[config.mk]
export PLATFORM = sky130hd
export DESIGN_NAME = matvec_stream_param
export DESIGN_NICKNAME = d
export VERILOG_FILES = /design/src/rtl/matvec_stream_param.sv
export SDC_FILE = /design/constraint.sdc
export NUM_CORES = 2
export LEC_CHECK = 0
export CORE_UTILIZATION = 25
export CTS_CLUSTER_SIZE = 12
export DETAILED_ROUTE_END_ITERATION = 16
export SLEW_MARGIN = 20
export SYNTH_ARGS = -nofsm -noshare
export SYNTH_HDL_FRONTEND = slang
export SYNTH_SLANG_ARGS = --single-unit
[constraint.sdc]
create_clock -name clk -period 21.2 [get_ports clk]
set_input_delay 3.18 -clock clk [delete_from_list [all_inputs] [get_ports clk]]
set_output_delay 3.18 -clock clk [all_outputs]
set_load 0.01 [all_outputs]
[src/rtl/matvec_stream_param.sv]
// Streaming K x K signed matrix-vector multiplier: y = M*x over valid/ready streams.
// Define MATVEC_SAT_EN to saturate narrowed results and expose sat_flag.
module matvec_stream_param #(
  parameter int unsigned K     = 8,
  parameter int unsigned IN_W  = 14,
  parameter int unsigned OUT_W = 28
) (
  input  logic                    clk,
  input  logic                    reset,
  input  logic                    input_valid,
  output logic                    input_ready,
  input  logic signed [IN_W-1:0]  input_data,
  input  logic                    new_matrix,
  output logic                    output_valid,
  input  logic                    output_ready,
  output logic signed [OUT_W-1:0] output_data
`ifdef MATVEC_SAT_EN
  ,
  output logic                    sat_flag
`endif
);

  localparam int unsigned ACC_W = 2 * IN_W + $clog2(K);
  localparam int unsigned PW    = 2 * IN_W;
  localparam int unsigned MW    = $clog2(K * K);
  localparam int unsigned VW    = $clog2(K);
  localparam int unsigned CW    = $clog2(K + 1);

  localparam logic [2:0] StFirst   = 3'd0;
  localparam logic [2:0] StLoadM   = 3'd1;
  localparam logic [2:0] StLoadV   = 3'd2;
  localparam logic [2:0] StCompute = 3'd3;
  localparam logic [2:0] StOutput  = 3'd4;

  logic [2:0]               state_q, state_d;
  logic [MW-1:0]            ld_q;    // word index while loading matrix or vector
  logic [CW-1:0]            cnt_q;   // MAC column; reaching K means the row sum is final
  logic [VW-1:0]            row_q;
  logic signed [ACC_W-1:0]  acc_q;
  logic signed [OUT_W-1:0]  out_q;
  logic                     valid_q;
  logic signed [IN_W-1:0]   mat_q [K*K];
  logic signed [IN_W-1:0]   vec_q [K];

  logic                     accept, out_hs, last_m, last_v, mac_done, last_row;
  logic [VW-1:0]            v_addr;
  logic [MW-1:0]            m_addr;
  logic signed [PW-1:0]     prod;
  logic signed [OUT_W-1:0]  res;

  assign accept   = input_valid && input_ready;
  assign out_hs   = valid_q && output_ready;
  assign last_m   = ld_q == MW'(K * K - 1);
  assign last_v   = ld_q == MW'(K - 1);
  assign mac_done = cnt_q == CW'(K);
  assign last_row = row_q == VW'(K - 1);

  assign v_addr = cnt_q[VW-1:0];
  assign m_addr = MW'(32'(row_q) * K + 32'(v_addr));
  assign prod   = PW'(mat_q[m_addr]) * PW'(vec_q[v_addr]);

`ifdef MATVEC_SAT_EN
  logic sat, sat_q;
  assign sat_flag = sat_q;
`endif

  generate
    if (OUT_W >= ACC_W) begin : g_ext
      assign res = OUT_W'(acc_q);
`ifdef MATVEC_SAT_EN
      assign sat = 1'b0;
`endif
    end else begin : g_red
`ifdef MATVEC_SAT_EN
      // In range only when every bit from OUT_W-1 upward matches the sign
      logic hi_same;
      assign hi_same = (&acc_q[ACC_W-1:OUT_W-1]) | ~(|acc_q[ACC_W-1:OUT_W-1]);
      assign sat     = ~hi_same;
      assign res     = hi_same ? acc_q[OUT_W-1:0]
                               : {acc_q[ACC_W-1], {(OUT_W-1){~acc_q[ACC_W-1]}}};
`else
      assign res = acc_q[OUT_W-1:0];
`endif
    end
  endgenerate

  assign input_ready  = !reset &&
                        (state_q == StFirst || state_q == StLoadM || state_q == StLoadV);
  assign output_valid = valid_q;
  assign output_data  = out_q;

  always_comb begin
    state_d = state_q;
    case (state_q)
      StFirst:   if (accept) state_d = new_matrix ? StLoadM : StLoadV;
      StLoadM:   if (accept && last_m) state_d = StLoadV;
      StLoadV:   if (accept && last_v) state_d = StCompute;
      StCompute: if (mac_done) state_d = StOutput;
      StOutput:  if (out_hs) state_d = last_row ? StFirst : StCompute;
      default:   state_d = StFirst;
    endcase
  end

  always_ff @(posedge clk) begin
    if (reset) begin
      state_q <= StFirst;
      ld_q    <= '0;
      cnt_q   <= '0;
      row_q   <= '0;
      acc_q   <= '0;
      out_q   <= '0;
      valid_q <= 1'b0;
`ifdef MATVEC_SAT_EN
      sat_q   <= 1'b0;
`endif
      for (int i = 0; i < K * K; i++) mat_q[i] <= '0;
      for (int i = 0; i < K; i++) vec_q[i] <= '0;
    end else begin
      state_q <= state_d;
      case (state_q)
        StFirst: begin
          if (accept) begin
            if (new_matrix) mat_q[0] <= input_data;
            else            vec_q[0] <= input_data;
            ld_q <= MW'(1);
          end
        end
        StLoadM: begin
          if (accept) begin
            mat_q[ld_q] <= input_data;
            ld_q        <= last_m ? '0 : ld_q + 1'b1;
          end
        end
        StLoadV: begin
          if (accept) begin
            vec_q[VW'(ld_q)] <= input_data;
            ld_q             <= ld_q + 1'b1;
            cnt_q            <= '0;
            acc_q            <= '0;
            row_q            <= '0;
          end
        end
        StCompute: begin
          if (mac_done) begin
            out_q   <= res;
            valid_q <= 1'b1;
`ifdef MATVEC_SAT_EN
            sat_q   <= sat;
`endif
          end else begin
            acc_q <= acc_q + ACC_W'(prod);
            cnt_q <= cnt_q + 1'b1;
          end
        end
        StOutput: begin
          if (out_hs) begin
            valid_q <= 1'b0;
            row_q   <= row_q + 1'b1;
            cnt_q   <= '0;
            acc_q   <= '0;
`ifdef MATVEC_SAT_EN
            sat_q   <= 1'b0;
`endif
          end
        end
        default: ;
      endcase
    end
  end

endmodule

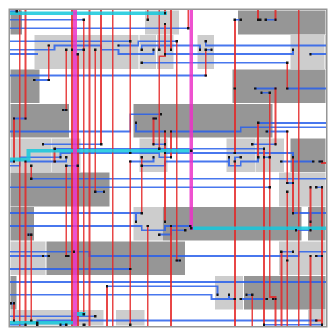
closeup.png
Region (229, 132) to (254, 157) µm. Cells in gray, sequential cells in the stronger gray; small squares are vias.
Key: magenta = M4; cyan = M3; blue = M1; red = M2
19 logic cells have their middle in the window. Netlist names of flops here include `mat_q` (6), `vec_q` (1). Most frequent: edfxtp_1 (7), and2_1 (6), nor2_1 (3). Sequential cells in the window: 7.

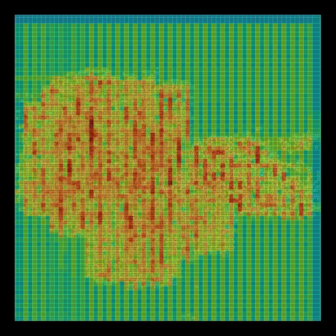
congestion_map.png
met1 usage: 17.8%
WL/cell: 20.8 µm
GR peak layer: met2
end-of-flow core utilization: 28.3%

==> results.py <==
# Generated from Yosys and OpenROAD reports
metrics = {
    "yosys": {
        "yosys-top-cells-count": "1,017 x and2_1, 1,008 x edfxtp_1, 316 x mux4_2",
        "xor_share_pct": 0.501,
        "synth.distinct_cells": 54,
        "syn_area_um2": 57700,
        "synth.avg_cell_area_um2": 13.9,
        "synth_top_area_share_pct": 52.5,
        "floorplan.nets": 4472,
        "synthFlopType": "edfxtp_1",
        "synth_top_cell_by_count": "and2_1",
        "synth-seq-cells": 1084,
        "syn_inst": 4136,
        "simple_gate_area_share_pct": 15.7,
        "synthAoiAreaFrac_pct": 1.73,
        "yosys_area_um2": 57700,
        "mux_share_pct": 12.9,
        "ys_seq_share_pct": 55.1,
        "synth_top_cell_by_area": "edfxtp_1",
    },
    "power_and_ir_drop": {
        "p_switching_w": 0.00167,
        "power_frac_seq_pct": 43.6,
        "p_total_w": 0.00556,
        "power_frac_clock_pct": 32.8,
        "p_sw_share_pct": 30.1,
        "pg_clk_w": 0.00182,
        "power_frac_comb_pct": 23.7,
    },
    "clock_network": {
        "cts_hold_buf": 0,
        "cts.clk_slew.worst_paths_ns": 0.06,
        "cts_root_buf": "clkbuf_16",
        "clock_sinks": 1084,
        "insertion_delay_ns": 0.78,
        "cts_buffer_depth": 3,
        "cts_resized": 0,
    },
    "route": {
        "finalWirelength_um": 149000,
        "drt-pass1-iter-count": 5,
        "drtAntennaViolNets": 0,
        "wl_met1_um": 66200,
    },
    "floorplan": {
        "tapCellCount": 3009,
        "io_pins": 49,
        "core_um2": 228000,
        "rows": 175,
        "fp_util_pct": 25.3,
    },
    "setup_path": {
        "worst_setup_path_end_kind": "flop",
        "worstSetupStartpointType": "flop",
        "rr_endpoint": "acc_q[23]",
        "worstReg2RegStart": "cnt_q[0]",
        "r2r_setup_slack_ns": 11.03,
        "path_depth": 28,
        "cp_max_fo": 42,
        "endpoint": "acc_q[23]",
        "cpMaxStageDelayCell": "dfxtp_4",
        "crit_start": "cnt_q[0]",
    },
    "layout": {
        "comb_area_share_pct": 36.4,
        "final_cell_mix": "1,017 x and2_1, 1,008 x edfxtp_1, 316 x mux4_2",
        "seq_area_um2": 31800,
        "buffer_area_share_pct": 1.88,
        "largest_reg_flops": 896,
        "logic_gate_count": 2431,
        "num-clock-buffers": 139,
        "inverters": 292,
        "antenna_cells": 4,
        "seq_cell_count": 1084,
        "final-comb-area_um2": 23500,
        "fillers": 22900,
        "largest_class": "sequential cells",
    },
    "placement": {
        "dp_cells": 6970,
        "dp_hpwl_um": 94000,
    },
    "global_route": {
        "use_met2_pct": 21.1,
        "grt-ovfl-total": 0,
        "grtUsageMet3_pct": 1.92,
        "grt_max_degree": 80,
        "grt_antenna_before_repair": 3,
        "gr-usage-all-layers_pct": 12.9,
    },
    "timing": {
        "tns_ns": 0,
        "holdWs_ns": 0.453,
        "slew_viol_final": 0,
        "tightest_slew_ns": 1.13,
        "fin_ws_ns": 11.03,
        "rsz0062_at_grt": "false",
        "finalSetupViolCount": 0,
        "finalClockPeriodUsage_pct": 48.0,
        "max_slew_margin_pct": 24.4,
        "finalHoldViolCount": 0,
        "skew_ns": 0.0845,
        "fmax_ghz": 0.0983,
    },
    "outcome": {
        "status": "finished clean",
    },
    "hold_path": {
        "hold_path_class": "flop to flop",
        "hold-path-endpoint": "output_data[2]",
    },
    "job": {
        "drv_cap": 0,
    },
}
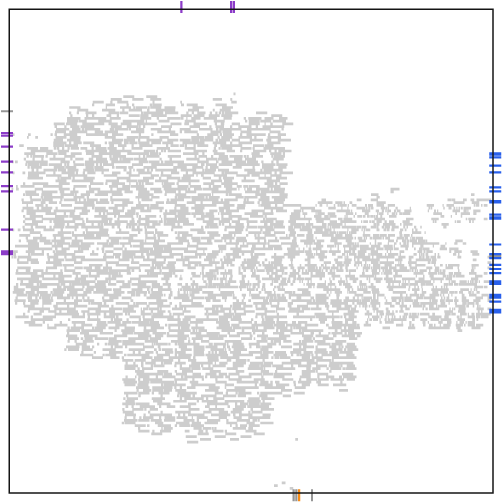
pinout.png
(1 px per µm) Pins as bars across the die edge, other pins in gray.
Key: orange = `reset` [pins 1, direction input, edge bottom]; purple = `input_data` [pins 14, direction input, edge 11 left, 3 top]; blue = `output_data` [pins 28, direction output, edge right]
port bufs: 48
Die Ht: 482 µm
die width: 482 µm

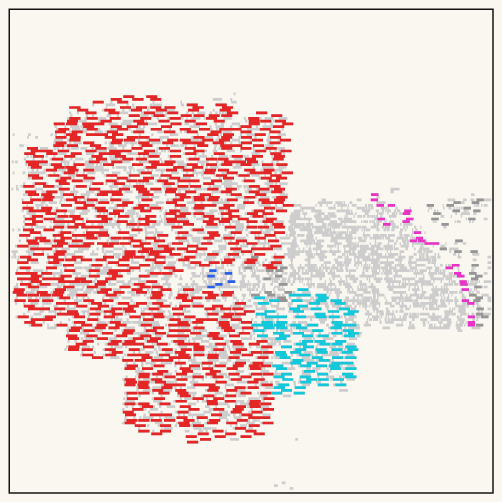
ff_map.png
(1 px per µm) Other sequential cells in the stronger gray, the rest of the logic in the fainter gray.
Key: red = `mat_q` [sequential cells 896]; cyan = `vec_q` [sequential cells 112]; magenta = `acc_q` [sequential cells 28, where right middle]; blue = `ld_q` [sequential cells 6, where middle]
Another 42 sequential cells are not colored.
sequential cell power: 0.00242 W
fraction of area in registers: 49.2%

Power and IR drop assume default switching activity.
